===== config.mk =====
export PLATFORM = sky130hd
export DESIGN_NAME = level_display
export DESIGN_NICKNAME = d
export VERILOG_FILES = /design/src/rtl/level_display_pkg.sv /design/src/rtl/level_display_bin2bcd_seq.sv /design/src/rtl/level_display.sv
export SDC_FILE = /design/constraint.sdc
export NUM_CORES = 1
export LEC_CHECK = 0
export ABC_AREA = 1
export CORE_UTILIZATION = 60
export CTS_CLUSTER_DIAMETER = 120
export CTS_CLUSTER_SIZE = 14
export DETAILED_ROUTE_END_ITERATION = 8
export GPL_TIMING_DRIVEN = 0
export PLACE_DENSITY = 0.83
export SKIP_CTS_REPAIR_TIMING = 1
export SLEW_MARGIN = 40
export SYNTH_ARGS = -nofsm -noshare
export SYNTH_HDL_FRONTEND = slang
export SYNTH_SLANG_ARGS = --single-unit

===== constraint.sdc =====
create_clock -name CLK -period 3.4 [get_ports CLK]
set_input_delay 0.51 -clock CLK [delete_from_list [all_inputs] [get_ports CLK]]
set_output_delay 0.51 -clock CLK [all_outputs]
set_load 0.03 [all_outputs]

===== src/rtl/level_display_pkg.sv =====
// Shared segment encodings, helper functions and FSM encoding for the
// level_display seven-segment readout.
package level_display_pkg;

  localparam logic [6:0] SEG_0     = 7'b1000000;
  localparam logic [6:0] SEG_1     = 7'b1111001;
  localparam logic [6:0] SEG_2     = 7'b0100100;
  localparam logic [6:0] SEG_3     = 7'b0110000;
  localparam logic [6:0] SEG_4     = 7'b0011001;
  localparam logic [6:0] SEG_5     = 7'b0010010;
  localparam logic [6:0] SEG_6     = 7'b0000010;
  localparam logic [6:0] SEG_7     = 7'b1111000;
  localparam logic [6:0] SEG_8     = 7'b0000000;
  localparam logic [6:0] SEG_9     = 7'b0010000;
  localparam logic [6:0] SEG_BLANK = 7'b1111111;
  localparam logic [6:0] SEG_DASH  = 7'b0111111;
  localparam logic [6:0] SEG_L     = 7'b1000111;
  localparam logic [6:0] SEG_V     = 7'b1000001;

  typedef enum logic [1:0] {
    ST_IDLE,
    ST_CONVERT,
    ST_UPDATE
  } state_t;

  // Decimal digits needed for a w-bit value: ceil(w * log10(2)), with log10(2)
  // held as a rounded-up fixed-point constant scaled by 1e6.
  function automatic int bcd_digits(input int w);
    int acc;
    acc = 0;
    for (int i = 0; i < w; i++) begin
      acc += 301030;
    end
    return (acc + 999999) / 1000000;
  endfunction

  function automatic logic [6:0] seg_of(input logic [3:0] nibble);
    logic [6:0] seg;
    case (nibble)
      4'd0:    seg = SEG_0;
      4'd1:    seg = SEG_1;
      4'd2:    seg = SEG_2;
      4'd3:    seg = SEG_3;
      4'd4:    seg = SEG_4;
      4'd5:    seg = SEG_5;
      4'd6:    seg = SEG_6;
      4'd7:    seg = SEG_7;
      4'd8:    seg = SEG_8;
      4'd9:    seg = SEG_9;
      default: seg = SEG_BLANK;
    endcase
    return seg;
  endfunction

endpackage


===== src/rtl/level_display_bin2bcd_seq.sv =====
// Iterative double-dabble converter: one input bit per cycle, VALUE_W cycles
// per conversion; done flags the cycle in which the final iteration happens.
module bin2bcd_seq
  import level_display_pkg::*;
#(
  parameter int VALUE_W = 8,
  parameter int NBCD    = 3
) (
  input  logic                 clk,
  input  logic                 rst,
  input  logic                 start,
  input  logic [VALUE_W-1:0]   bin_in,
  output logic                 busy,
  output logic                 done,
  output logic [NBCD*4-1:0]    bcd
);

  localparam int CNT_W = $clog2(VALUE_W + 1);

  logic [VALUE_W-1:0] bin_q, bin_d;
  logic [NBCD*4-1:0]  bcd_q, bcd_d;
  logic [NBCD*4-1:0]  adj;
  logic [CNT_W-1:0]   cnt_q, cnt_d;

  always_comb begin
    adj = bcd_q;
    for (int i = 0; i < NBCD; i++) begin
      if (bcd_q[i*4 +: 4] >= 4'd5) begin
        adj[i*4 +: 4] = bcd_q[i*4 +: 4] + 4'd3;
      end
    end

    bin_d = bin_q;
    bcd_d = bcd_q;
    cnt_d = cnt_q;
    if (start) begin
      bin_d = bin_in;
      bcd_d = '0;
      cnt_d = CNT_W'(VALUE_W);
    end else if (cnt_q != '0) begin
      // Adjusted BCD shifts left, pulling in the binary MSB.
      bcd_d = {adj[NBCD*4-2:0], bin_q[VALUE_W-1]};
      bin_d = bin_q << 1;
      cnt_d = cnt_q - CNT_W'(1);
    end
  end

  always_ff @(posedge clk or posedge rst) begin
    if (rst) begin
      bin_q <= '0;
      bcd_q <= '0;
      cnt_q <= '0;
    end else begin
      bin_q <= bin_d;
      bcd_q <= bcd_d;
      cnt_q <= cnt_d;
    end
  end

  assign busy = (cnt_q != '0);
  assign done = (cnt_q == CNT_W'(1));
  assign bcd  = bcd_q;

endmodule


===== src/rtl/level_display.sv =====
// "LV" + decimal level readout: converts on change, holds the last stable
// reading while converting, blanks leading zeros, flags overflow, blinks on change.
module level_display
  import level_display_pkg::*;
#(
  parameter int VALUE_W     = 8,
  parameter int DIGITS      = 3,
  parameter int LZ_BLANK    = 1,
  parameter int BLINK_DIV   = 25_000_000,
  parameter int BLINK_COUNT = 3
) (
  input  logic                  CLK,
  input  logic                  RST,
  input  logic [VALUE_W-1:0]    value,
  input  logic                  on,
  output logic [DIGITS*7-1:0]   hex_digits,
  output logic [13:0]           hex_prefix,
  output logic                  busy,
  output logic                  overflow
);

  localparam int NBCD_RAW = bcd_digits(VALUE_W);
  localparam int NBCD     = (NBCD_RAW > 0) ? NBCD_RAW : 1;
  localparam int NW       = (NBCD > DIGITS) ? NBCD : DIGITS;
  localparam int DIV_W    = (BLINK_DIV > 1) ? $clog2(BLINK_DIV) : 1;
  localparam int PH_W     = $clog2(2 * BLINK_COUNT + 2);

  state_t              state_q, state_d;
  logic [VALUE_W-1:0]  last_value_q, last_value_d;
  logic [NW*4-1:0]     disp_bcd_q, disp_bcd_d;
  logic                overflow_q, overflow_d;
  logic                blink_q, blink_d;
  logic [PH_W-1:0]     phase_q, phase_d;
  logic [DIV_W-1:0]    div_q, div_d;

  logic                conv_start, conv_busy, conv_done;
  logic [NBCD*4-1:0]   conv_bcd;
  logic [NW*4-1:0]     conv_ext;
  logic                conv_ovf;
  logic                blink_start;
  logic                blink_off;

  bin2bcd_seq #(
    .VALUE_W (VALUE_W),
    .NBCD    (NBCD)
  ) u_bin2bcd (
    .clk    (CLK),
    .rst    (RST),
    .start  (conv_start),
    .bin_in (value),
    .busy   (conv_busy),
    .done   (conv_done),
    .bcd    (conv_bcd)
  );

  // Zero-extend the converter result so it always covers the displayed digits.
  always_comb begin
    conv_ext = '0;
    conv_ext[NBCD*4-1:0] = conv_bcd;
    conv_ovf = 1'b0;
    for (int i = DIGITS; i < NW; i++) begin
      if (conv_ext[i*4 +: 4] != 4'd0) begin
        conv_ovf = 1'b1;
      end
    end
  end

  always_comb begin
    state_d      = state_q;
    last_value_d = last_value_q;
    disp_bcd_d   = disp_bcd_q;
    overflow_d   = overflow_q;
    conv_start   = 1'b0;
    blink_start  = 1'b0;
    case (state_q)
      ST_IDLE: begin
        if (value != last_value_q) begin
          last_value_d = value;
          conv_start   = 1'b1;
          state_d      = ST_CONVERT;
        end
      end
      ST_CONVERT: begin
        if (conv_done) begin
          state_d = ST_UPDATE;
        end
      end
      ST_UPDATE: begin
        disp_bcd_d  = conv_ext;
        overflow_d  = conv_ovf;
        blink_start = (BLINK_COUNT > 0) && (conv_ext != disp_bcd_q);
        state_d     = ST_IDLE;
      end
      default: state_d = ST_IDLE;
    endcase
  end

  // Phases alternate off/on starting with off; a fresh start always restarts at phase 0.
  always_comb begin
    blink_d = blink_q;
    phase_d = phase_q;
    div_d   = div_q;
    if (blink_start) begin
      blink_d = 1'b1;
      phase_d = '0;
      div_d   = '0;
    end else if (blink_q) begin
      if (div_q == DIV_W'(BLINK_DIV - 1)) begin
        div_d = '0;
        if (phase_q == PH_W'(2 * BLINK_COUNT - 1)) begin
          blink_d = 1'b0;
          phase_d = '0;
        end else begin
          phase_d = phase_q + PH_W'(1);
        end
      end else begin
        div_d = div_q + DIV_W'(1);
      end
    end
  end

  always_ff @(posedge CLK or posedge RST) begin
    if (RST) begin
      state_q      <= ST_IDLE;
      last_value_q <= '0;
      disp_bcd_q   <= '0;
      overflow_q   <= 1'b0;
      blink_q      <= 1'b0;
      phase_q      <= '0;
      div_q        <= '0;
    end else begin
      state_q      <= state_d;
      last_value_q <= last_value_d;
      disp_bcd_q   <= disp_bcd_d;
      overflow_q   <= overflow_d;
      blink_q      <= blink_d;
      phase_q      <= phase_d;
      div_q        <= div_d;
    end
  end

  assign blink_off = blink_q && !phase_q[0];

  // Walk from the top digit down so blanking stops at the first nonzero digit.
  always_comb begin
    logic       seen_nz;
    logic [3:0] nib;
    logic [6:0] seg;
    hex_digits = '1;
    seen_nz    = 1'b0;
    nib        = 4'd0;
    seg        = SEG_BLANK;
    for (int i = DIGITS - 1; i >= 0; i--) begin
      nib = disp_bcd_q[i*4 +: 4];
      if (overflow_q) begin
        seg = SEG_DASH;
      end else if ((LZ_BLANK != 0) && (i != 0) && !seen_nz && (nib == 4'd0)) begin
        seg = SEG_BLANK;
      end else begin
        seg = seg_of(nib);
      end
      if (nib != 4'd0) begin
        seen_nz = 1'b1;
      end
      if (on && !blink_off) begin
        hex_digits[i*7 +: 7] = seg;
      end
    end
  end

  assign hex_prefix = on ? {SEG_L, SEG_V} : 14'h3fff;
  assign busy       = conv_busy || (state_q == ST_UPDATE);
  assign overflow   = overflow_q;

endmodule


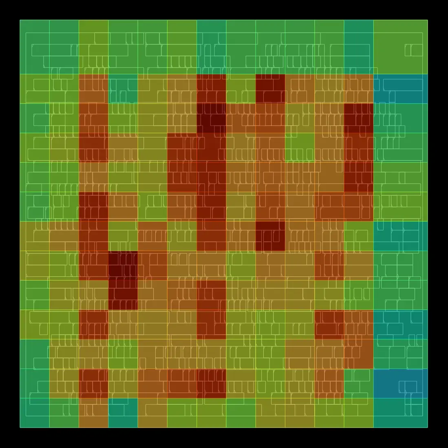
(images/final_congestion.png)
routing layer with the top usage in global route: met2
met1 Resource Use GR: 39.2%
overall track demand over capacity in global routing: 29.7%
met3 track demand over resource: 3.91%
Core Util, Final: 71.8%

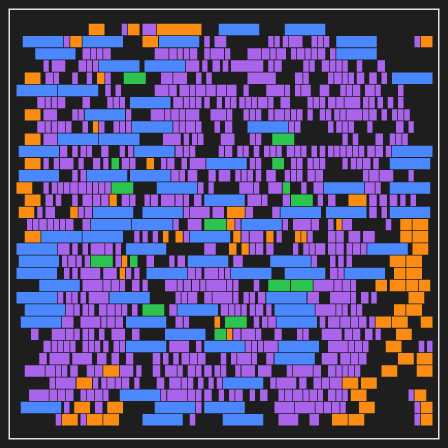
(images/cell_classes.png)
legend:
  other buffers and delay cells:
    color: orange
    cells: 76
    share_of_their_area: 11%
  flops:
    color: blue
    cells: 75
    share_of_their_area: 32%
  all other logic:
    color: purple
    cells: 637
    share_of_their_area: 54%
  clock drivers and dummy loads:
    color: green
    cells: 15
    share_of_their_area: 2.9%

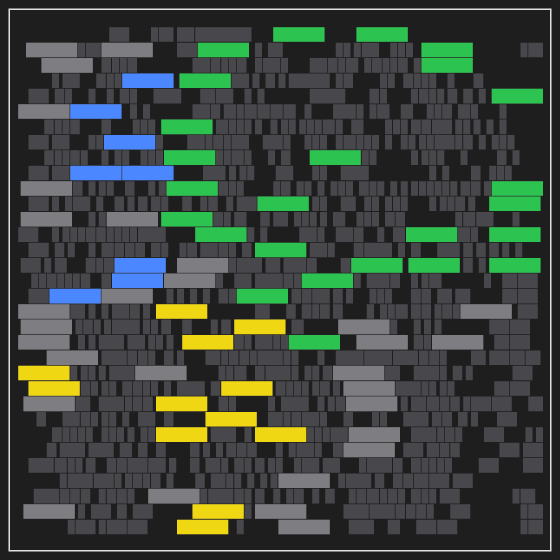
(images/registers.png)
legend:
  div_q:
    color: green
    sequential_cells: 25
  u_bin2bcd.bcd:
    color: yellow
    sequential_cells: 12
  u_bin2bcd.bin_q:
    color: blue
    sequential_cells: 8
not colored: 30

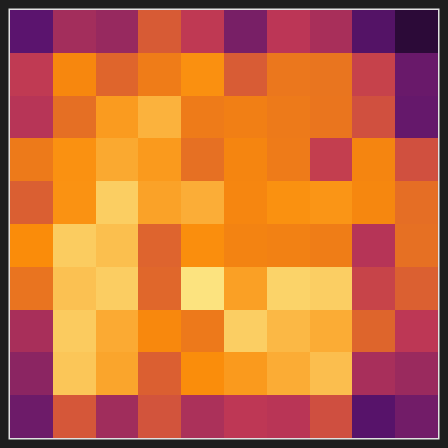
(images/density.png)
The die is cut into 10 by 10 equal tiles; black is low, pale yellow is high, 0 to 100% covered.
tiles over 75% full: 32%
mean over tiles: 64%
fullest tile: 94%

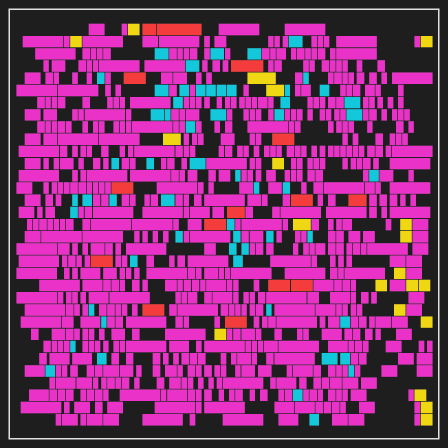
(images/drive_strength.png)
legend:
  drive 3 to 4:
    color: yellow
    cells: 20
    most_used: buf_4
  drive 2:
    color: cyan
    cells: 57
    most_used: inv_2
  drive 1 or less:
    color: magenta
    cells: 711
    most_used: nand2_1
  drive 6 and up:
    color: red
    cells: 15
    most_used: clkbuf_8

==> impl_metrics.toml <==
# yosys + openroad results
[synth]
syn-mean-instance-area_um2 = 7.06
postSynthSeqShare_pct = 35.8
cell_with_the_most_instances_after_synthesis = "sky130_fd_sc_hd__nand2_1"
synth-warning-count = 0
yosys.area.top_type = "sky130_fd_sc_hd__dfrtp_1"
yosysTopAreaCellShare_pct = 35.8
syn_area_mm2 = 0.00524
fa_ha_area_share_pct = 5.73
asyncSetResetFlopFracSynth_pct = 100
ys.flops = 75
post_synth_most_frequent_cells = "211 x sky130_fd_sc_hd__nand2_1, 78 x sky130_fd_sc_hd__nor2_1, 75 x sky130_fd_sc_hd__dfrtp_1"
yosys.cell_types.count = 35
top_cells_by_area = "sky130_fd_sc_hd__dfrtp_1 36%, sky130_fd_sc_hd__nand2_1 15%, sky130_fd_sc_hd__nand3_1 6.0%"
yosys_cells = 742
summed_standard_cell_area_reported_by_yosys_mm2 = 0.00524
flip_flops_with_a_built_in_enable = 0
synthCells = 742
yosys.area_share.aoi_pct = 10.7
synth-xor-area-share_pct = 4.01
synth.cellmix.simpleShare_pct = 34.2

[clock_network]
clock_tree.root_cell = "sky130_fd_sc_hd__clkbuf_8"
tritoncts = "built"
clock.latency.late_pin_ns = 0.35
cts_inserted_buffers = 9
tritoncts_num_sinks = 75
path_clk_slew_ns = 0.08
ctsHtreeMaxLevel = 3

[power_and_ir_drop]
combinationalPower_mw = 1.71
clk-power_uw = 610
vdd_ir_drop_max_mv = 0.595
p_clk_share_pct = 16.1
cellLeakagePower_nw = 2.81
switch_share_pct = 44.5
pwr-share-seq_pct = 38.8
combPwrFrac_pct = 45.1
power.largest_group = "combinational logic"
power.sequential.total_mw = 1.47
power.internal_mw = 2.11

[global_routing]
pin_count_of_the_biggest_net_entering_global_routing = 60
grt_first_pass_wirelength_um = 21000
grt_antenna_before_repair = 0
overflow_left_after_global_routing = 0
global_route.usage.met2_pct = 49.2

[critical_path]
reg2reg_slack_ns = 1.41
critPathCapture = "busy"
capture_instance_of_the_worst_register_to_register_path = "phase_q[1]"
critPathMaxStageDelay_ns = 0.73
critical_path_arrival_ns = 2.66
critical_path_required_ns = 2.89
critical_path_cell_count = 7
critical_path_class = "register to output pin"
crit_fanout = 10
r2r_cells = 8
critPathSlowestCell = "sky130_fd_sc_hd__clkdlybuf4s50_1"
worstPathCellList = "inv_1 -> ha_1 -> nand2_1 -> clkinv_1 -> clkbuf_1 -> o21ai_0 -> clkdlybuf4s50_1"
timing.critical_path.buf_inv = 4
startpoint_type = "register"
worst_r2r_startpoint = "div_q[0]"

[finish]
count_of_nets_after_finishing = 834
multi_input_gate_share_of_the_layout_cell_area_pct = 48.2
dominant-cell-class = "multi-input combinational cells"
clkbuf_count = 10
stdcell_count = 908
antenna_cells = 0
ff_latch_area_mm2 = 0.00188
flip_flop_count_of_the_largest_register_after_layout = 25
non_clock_buffer_count = 76
seq_area_share_pct = 31.3
seq_cell_count = 75
area.growth.synth_to_final_pct = 14.3
buffer_area_share_pct = 10.7
finish.instance_area_mm2 = 0.00599
layout.filler_cells = 683
drive_above_1_share_pct = 11.5

[final_timing]
slew-limit-headroom_pct = 65.0
rsz0062_at_grt = "no"
final_tns_setup_ns = 0
post-route-worst-setup-slack_ns = 0.230
worst_slew_pin_tran_ns = 0.524
final_hold_viol_count = 0
fin_crit_ns = 3.17
hold-worst-slack_ns = 0.452
slew_viol_final = 0
layout_worst_path_cycle_share_pct = 93.2
fin_worst_skew_ns = 0.0104

[run]
log.warning_count = 42
max-cap-violations = 0

[place]
post-place-cells = 893
detailed_place.area_mm2 = 0.00582
dpl_worst_slack_ns = 0.397
port_buffers = 40
routabilityCongestion = 0.963
dp_hpwl_um = 9180

[hold_path]
min_path_type = "input pin to asynchronous set/reset pin"

[routing]
detail_route.drc_violations = 0
drt_iter0_drc = 348
antenna_violating_nets_post_route = 0
wire_length_reported_by_the_detailed_router_um = 12300

[die]
row_count = 33
floorplan.core_area_mm2 = 0.00834
die_w_um = 95.5
floorplan.die.height_um = 95.5
num_io_pins = 48
fp_util_pct = 62.8
die_area_mm2 = 0.00911

[status]
run_status = "completed"
-- layout by cell type, fill, tap and decap left out, types with 2 or more instances in the layout --
cell,count
sky130_fd_sc_hd__nand2_1,211
sky130_fd_sc_hd__nor2_1,78
sky130_fd_sc_hd__dfrtp_1,75
sky130_fd_sc_hd__nand3_1,63
sky130_fd_sc_hd__inv_1,61
sky130_fd_sc_hd__o21ai_0,58
sky130_fd_sc_hd__clkdlybuf4s50_1,40
sky130_fd_sc_hd__ha_1,24
sky130_fd_sc_hd__a21oi_1,20
sky130_fd_sc_hd__xnor2_1,14
sky130_fd_sc_hd__buf_4,14
sky130_fd_sc_hd__inv_2,12
sky130_fd_sc_hd__nand4_1,11
sky130_fd_sc_hd__xor2_1,10
sky130_fd_sc_hd__buf_2,10
sky130_fd_sc_hd__clkbuf_8,10
sky130_fd_sc_hd__nor3_1,9
sky130_fd_sc_hd__clkbuf_1,9
sky130_fd_sc_hd__o21ai_2,8
sky130_fd_sc_hd__nor2_2,7
sky130_fd_sc_hd__conb_1,7
sky130_fd_sc_hd__nand2_2,6
sky130_fd_sc_hd__or2_2,6
sky130_fd_sc_hd__nand3b_1,5
sky130_fd_sc_hd__o21ai_1,4
sky130_fd_sc_hd__o21a_1,4
sky130_fd_sc_hd__o211ai_1,4
sky130_fd_sc_hd__nor3_2,3
sky130_fd_sc_hd__clkinv_2,3
sky130_fd_sc_hd__a211oi_1,2
sky130_fd_sc_hd__buf_6,2
sky130_fd_sc_hd__nand3_2,2
sky130_fd_sc_hd__nor2_4,2
sky130_fd_sc_hd__clkinvlp_4,2
-- layer usage --
layer	share of wire, %	vias up
li1	-	2463
met1	45	2277
met2	48	161
met3	5.3	18
met4	1.6	0
met5	0	-
Power and IR drop assume default switching activity.
